[src/rtl/sample_serializer_pkg.sv]
// Shared configuration for the sample serializer: record geometry and FSM states.
package sample_serializer_pkg;

    localparam int RECORD_BYTES_DEF = 6;
    localparam int BYTE_W           = 8;

    typedef enum logic {
        S_IDLE = 1'b0,
        S_SEND = 1'b1
    } state_t;

endpackage

[src/rtl/record_holding_reg.sv]
// One-entry holding buffer for the record queued behind the one being sent.
module record_holding_reg #(
    parameter int W = 48
) (
    input  logic         clk,
    input  logic         reset,
    input  logic         load,
    input  logic         take,
    input  logic [W-1:0] din,
    output logic [W-1:0] dout,
    output logic         valid
);

    logic [W-1:0] data_r;
    logic         valid_r;

    // Capture on load; take only clears the flag. Load wins if both fire.
    always_ff @(posedge clk or posedge reset) begin
        if (reset) begin
            data_r  <= {W{1'b0}};
            valid_r <= 1'b0;
        end else if (load) begin
            data_r  <= din;
            valid_r <= 1'b1;
        end else if (take) begin
            valid_r <= 1'b0;
        end
    end

    assign dout  = data_r;
    assign valid = valid_r;

endmodule

[src/rtl/sample_serializer.sv]
// Byte serializer feeding the FX2 sample path: one record in flight, one buffered.
module sample_serializer
    import sample_serializer_pkg::*;
#(
    parameter int RECORD_BYTES = RECORD_BYTES_DEF,
    parameter int CNT_W        = 32
) (
    input  logic                           fx2_clk,
    input  logic                           reset,
    input  logic                           enable,
    input  logic [BYTE_W*RECORD_BYTES-1:0] rec_in,
    input  logic                           rec_valid,
    output logic                           rec_ready,
    output logic [BYTE_W-1:0]              sample,
    output logic                           sample_rdy,
    input  logic                           sample_ack,
    output logic [CNT_W-1:0]               records_sent,
    output logic                           idle
);

    localparam int REC_W = BYTE_W * RECORD_BYTES;
    localparam int IDX_W = (RECORD_BYTES > 1) ? $clog2(RECORD_BYTES) : 1;
    localparam logic [IDX_W-1:0] LAST_IDX = IDX_W'(RECORD_BYTES - 1);

    state_t            state_r, state_nxt_s;
    logic [REC_W-1:0]  cur_rec_r, cur_rec_nxt_s;
    logic [IDX_W-1:0]  byte_idx_r, byte_idx_nxt_s;
    logic [CNT_W-1:0]  records_sent_r;
    logic              idle_r;

    logic              accept_s;
    logic              ack_s;
    logic              last_s;
    logic              load_s;
    logic              take_s;
    logic              cnt_inc_s;
    logic              next_valid_s;
    logic              next_valid_nxt_s;
    logic [REC_W-1:0]  next_rec_s;

    // Buffered record slot behind the one currently shifting out.
    record_holding_reg #(.W(REC_W)) u_next (
        .clk   (fx2_clk),
        .reset (reset),
        .load  (load_s),
        .take  (take_s),
        .din   (rec_in),
        .dout  (next_rec_s),
        .valid (next_valid_s)
    );

    // Ready only looks at enable and the buffer slot, never at the consumer.
    assign rec_ready = enable && !next_valid_s;
    assign accept_s  = rec_valid && rec_ready;
    assign ack_s     = sample_ack && (state_r == S_SEND);
    assign last_s    = (byte_idx_r == LAST_IDX);

    // Next-state, shift and buffer steering decisions.
    always_comb begin
        state_nxt_s    = state_r;
        cur_rec_nxt_s  = cur_rec_r;
        byte_idx_nxt_s = byte_idx_r;
        load_s         = 1'b0;
        take_s         = 1'b0;
        cnt_inc_s      = 1'b0;
        case (state_r)
            S_IDLE: begin
                if (accept_s) begin
                    cur_rec_nxt_s  = rec_in;
                    byte_idx_nxt_s = {IDX_W{1'b0}};
                    state_nxt_s    = S_SEND;
                end else begin
                    state_nxt_s    = S_IDLE;
                end
            end
            S_SEND: begin
                if (ack_s && last_s) begin
                    cnt_inc_s      = 1'b1;
                    byte_idx_nxt_s = {IDX_W{1'b0}};
                    if (next_valid_s) begin
                        // Buffered record follows with no bubble.
                        cur_rec_nxt_s = next_rec_s;
                        take_s        = 1'b1;
                    end else if (accept_s) begin
                        cur_rec_nxt_s = rec_in;
                    end else begin
                        cur_rec_nxt_s = {REC_W{1'b0}};
                        state_nxt_s   = S_IDLE;
                    end
                end else if (ack_s) begin
                    cur_rec_nxt_s  = cur_rec_r >> BYTE_W;
                    byte_idx_nxt_s = byte_idx_r + IDX_W'(1);
                    load_s         = accept_s;
                end else begin
                    load_s         = accept_s;
                end
            end
            default: begin
                state_nxt_s    = S_IDLE;
                cur_rec_nxt_s  = {REC_W{1'b0}};
                byte_idx_nxt_s = {IDX_W{1'b0}};
            end
        endcase
        next_valid_nxt_s = load_s || (next_valid_s && !take_s);
    end

    // Current record, byte position, FSM state, status counter and idle flag.
    always_ff @(posedge fx2_clk or posedge reset) begin
        if (reset) begin
            state_r        <= S_IDLE;
            cur_rec_r      <= {REC_W{1'b0}};
            byte_idx_r     <= {IDX_W{1'b0}};
            records_sent_r <= {CNT_W{1'b0}};
            idle_r         <= 1'b1;
        end else begin
            state_r    <= state_nxt_s;
            cur_rec_r  <= cur_rec_nxt_s;
            byte_idx_r <= byte_idx_nxt_s;
            idle_r     <= (state_nxt_s == S_IDLE) && !next_valid_nxt_s;
            if (cnt_inc_s) begin
                records_sent_r <= records_sent_r + CNT_W'(1);
            end
        end
    end

    assign sample       = cur_rec_r[BYTE_W-1:0];
    assign sample_rdy   = (state_r == S_SEND);
    assign records_sent = records_sent_r;
    assign idle         = idle_r;

endmodule

[config.mk]
export PLATFORM = sky130hd
export DESIGN_NAME = sample_serializer
export DESIGN_NICKNAME = d
export VERILOG_FILES = /design/src/rtl/sample_serializer_pkg.sv /design/src/rtl/record_holding_reg.sv /design/src/rtl/sample_serializer.sv
export SDC_FILE = /design/constraint.sdc
export NUM_CORES = 1
export LEC_CHECK = 0
export CORE_UTILIZATION = 49
export CTS_CLUSTER_DIAMETER = 40
export DETAILED_ROUTE_END_ITERATION = 16
export HOLD_SLACK_MARGIN = 0.02
export PLACE_DENSITY = 0.77
export SYNTH_ARGS = -nofsm -noshare
export SYNTH_HDL_FRONTEND = slang
export SYNTH_SLANG_ARGS = --single-unit
[constraint.sdc]
create_clock -name fx2_clk -period 4.7 [get_ports fx2_clk]
set_input_delay 1.41 -clock fx2_clk [delete_from_list [all_inputs] [get_ports fx2_clk]]
set_output_delay 1.41 -clock fx2_clk [all_outputs]
set_load 0.02 [all_outputs]
### Clock wires, drivers and flops

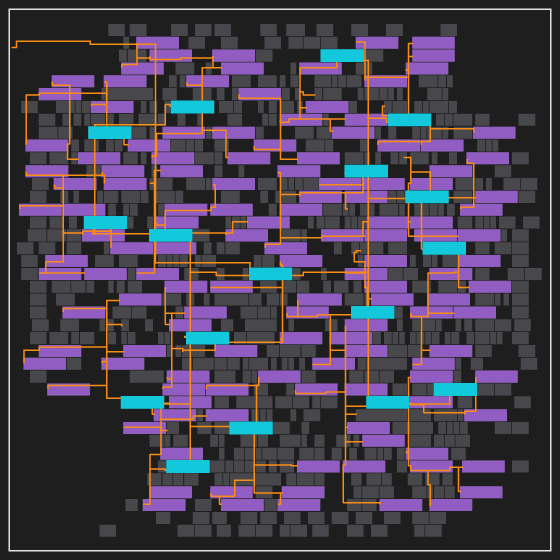
[orange] clock wires | length: 1,610 um
[cyan] cells driving clock nets | count: 17
[purple] flip-flops | count: 134
flops lie	spread over the die
routed clock nets	18

### Signal wires on met1

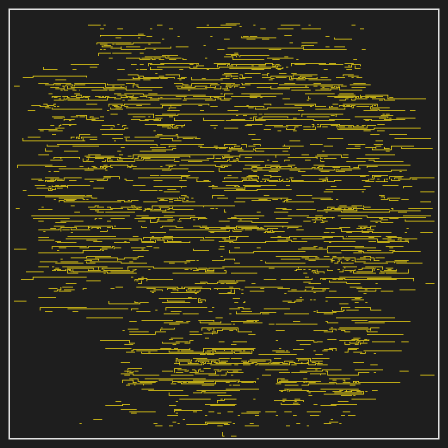
share of all routed wire	40%
main direction	horizontal
longest straight run	28.5 um
wire length on this layer	6,060 um
nets with wire on the layer	628

### Register map, names as in the netlist

Other sequential cells in the stronger gray, the rest of the logic in the fainter gray.
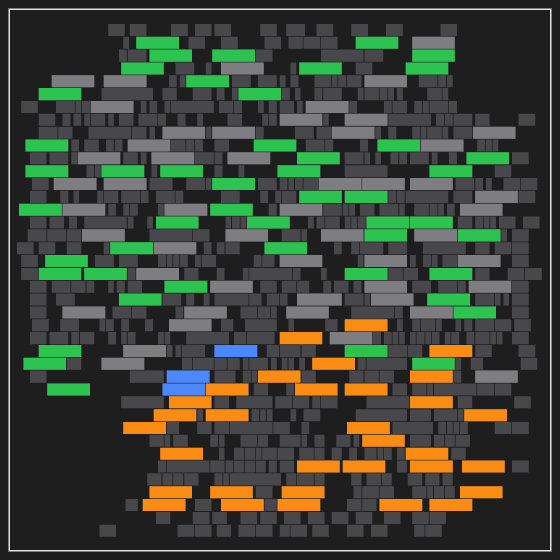
color	signal	flops
orange	records_sent	32
green	u_next.dout	48
blue	byte_idx_r	3
not colored	51

### Routing congestion map

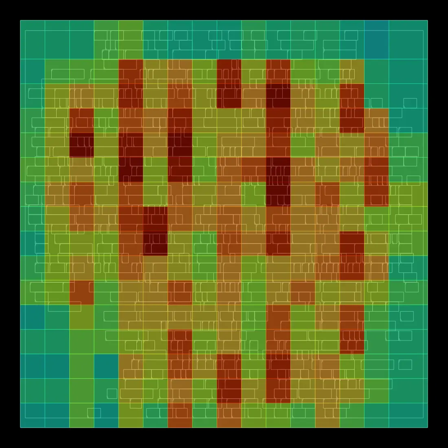
wire per inst: 18.0 um
busiest grt layer: met2
all-layer global routing usage: 24.4%
GR Layer Usage met1: 30.5%
met2 Resource Use GR: 40.7%

### Port wiring

The bar under the picture is 20 um long.
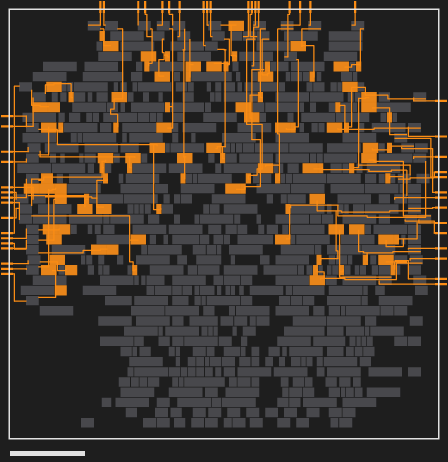
color	port	bits	direction	edge	end cells	wire
orange	rec_in	48	input	18 north, 16 west, 14 east	96	1,660 um

==> layer usage <==
layer	track usage, %	routed length [um]
met1	30.5	6060
met5	0	0
met4	11.8	425
met2	40.7	7640
met3	4.87	904
==> placed cells by master, fill, tap and decap left out, drive strengths merged, types with 3 or more instances in the layout <==
cell type / count
xnor2: 19
bufinv: 3
clkbuf: 23
nand4: 14
buf: 10
a32oi: 8
nor4: 4
clkdlybuf4s50: 95
nand2: 54
ha: 3
a21oi: 8
inv: 6
nor3: 6
a41oi: 40
nor2: 57
mux2: 48
and3: 4
clkinv: 5
dfrtp: 133
nand3: 93
xor2: 12
==> area by class of cell <==
| type | count | area, um2 |
|---|---|---|
| flip-flops and latches | 134 | 3350 |
| fillers | 963 | 4300 |
| inverters | 7 | 30.0 |
| multi-input cells | 390 | 2600 |
| well taps | 168 | 210 |
| clock buffers | 23 | 488 |
| clock inverters | 9 | 123 |
| repair buffers | 105 | 1050 |
==> worst register-to-register path, stage by stage (launching register included) <==
cell and delay, ns:
dfrtp_1 0.32, buf_4 0.47, nand4_4 0.55, or3_1 0.72, nor4_2 0.37, xor2_1 0.18
==> where the power goes <==
part / internal, uW / switching, uW
sequential: 1580 / 244
clock: 885 / 479
combinational: 571 / 666
total: 3040 / 1390
==> metrics by stage <==
step / util [%] / cells / power, uW / setup slack [ns]
2_1_floorplan: - / 582 / 2680 / 1.55
3_3_place_gp: 59.6 / 804 / 2980 / 0.674
3_5_place_dp: 59.6 / 804 / 3060 / 0.657
4_1_cts: 64.6 / 836 / 4440 / 0.635
5_1_grt: 64.6 / 836 / 4640 / 0.629
6_report: 64.6 / 836 / 4420 / 0.628
==> sequential cells by signal, summed over array words and instances, names as in the netlist <==
name,count
byte_idx_r,3
cur_rec_r,48
idle,1
records_sent,32
sample_rdy,1
u_next.dout,48
u_next.valid,1
==> flow_summary.json <==
{
  "status": "complete, no violations",
  "min-delay-start": "records_sent[31]$_DFFE_PP0P_",
  "r2r-end": "records_sent[25]$_DFFE_PP0P_",
  "ys_top_cells_by_count": "dfrtp_1 (133), nand3_1 (93), nor2_1 (57), nand2_1 (54), mux2_2 (47)",
  "edf_count": 0,
  "row_count": 40,
  "grt_max_degree": 96,
  "die_h_um": 114,
  "setup_viol": 0,
  "hold_path_depth": 1,
  "drv_slew": 0,
  "ant_nets": 0,
  "async_flop_share_pct": 100,
  "area_growth_syn_to_layout_pct": 27.0,
  "flop_cell": "dfrtp_1",
  "cts_buffers": 17,
  "most_common_cell": "dfrtp_1",
  "fin_area_mm2": 0.00786,
  "hold_class": "flop to flop",
  "reg2reg_from": "sample_rdy$_DFF_PP0_",
  "top_logic_kind": "simple AND/OR/NAND/NOR gates",
  "crit_slowest_cell": "clkdlybuf4s50_1",
  "crit_fanout": 2,
  "critPathBufInv": 2,
  "synth_seq_share_pct": 54.2,
  "root_buffer": "clkbuf_16",
  "ys_sh_aoi_pct": 8.19,
  "dp_hpwl_um": 9310,
  "worstPathCellList": "clkdlybuf4s50_1 > nor2b_1 > clkdlybuf4s50_1",
  "grt_pass1_vias": 4997,
  "grt_pass1_wl_um": 24400,
  "first_iter_violations": 397,
  "ys_area_mm2": 0.00619,
  "simple_gate_share_pct": 19.4,
  "portBuffers": 95,
  "vdd_drop_max_mv": 0.293,
  "postCtsHoldBufs": 0,
  "clock_skew_ns": 0.00583,
  "wl_um": 15000,
  "slew_headroom_pct": 47.6,
  "chipArea_mm2": 0.0131,
  "ys_ff": 134,
  "netlist_area_mm2": 0.00619,
  "cts_tree": "yes",
  "synth_warnings": 0,
  "rsz0062_at_grt": "false",
  "arrival_ns": 2.66,
  "clk_latency_ns": 0.42,
  "fp_nets": 638,
  "area_leaders": "dfrtp_1 (54%), mux2_2 (8.6%), nand3_1 (7.5%)",
  "pin_count": 96,
  "cp_common_cell": "clkdlybuf4s50_1",
  "top_area_share_pct": 53.8,
  "numClockSinks": 134,
  "hold_end": "records_sent[31]$_DFFE_PP0P_",
  "postCtsSetupBuffers": 0,
  "synth-cells-yosys": 582,
  "critPathTopFamily": "buffers and inverters",
  "powerDensity_mw_per_mm2": 563,
  "setup.worst_path.end": "rec_ready",
  "cap_violations": 0,
  "core_mm2": 0.0122,
  "n_antenna_cell": 0,
  "cts-htree-levels": 4,
  "finalCritPeriodShare_pct": 86.6,
  "xor_share_pct": 4.39,
  "post_cts_resized": 0,
  "die_w_um": 114,
  "fp_util_pct": 50.9,
  "synth-adder-area-share_pct": 0.607,
  "drc": 0,
  "reg2reg_depth": 5,
  "period_minus_slack_ns": 4.07,
  "cp_num_cells": 3,
  "tightest_slew_ns": 0.785,
  "route.vias.total": 4971,
  "dpl-instance-area_mm2": 0.00725,
  "warnings": 27,
  "nets": 711,
  "clock_path_buffers": 2,
  "whs_ns": 0.491,
  "syn_inst": 582,
  "slowest_delay_ns": 0.61,
  "power_leakage_uw": 0.00330,
  "gp_congestion": 0.815,
  "path_clk_slew_ns": 0.06,
  "firstDrtPassIters": 5,
  "synth.area.mux_share_pct": 8.90,
  "vias_per_cell": 5.95,
  "fmaxAchievable_mhz": 246,
  "path_class": "input pin to primary output",
  "drive_above_1_share_pct": 14.8,
  "startpoint_type": "input pin",
  "required_ns": 3.29,
  "end_kind": "primary output",
  "yosysUniqueCellTypes": 40,
  "hold_violations": 0,
  "fin_tns_setup_ns": 0,
  "r2r_slack_ns": 2.02,
  "antenna_found_initial": 0,
  "grt_remaining_overflow": 0,
  "syn_avg_cell_area_um2": 10.6,
  "crit_start": "enable",
  "largest_area_cell": "dfrtp_1"
}
Power figures rest on the tool's default switching activity, not on a simulated workload.
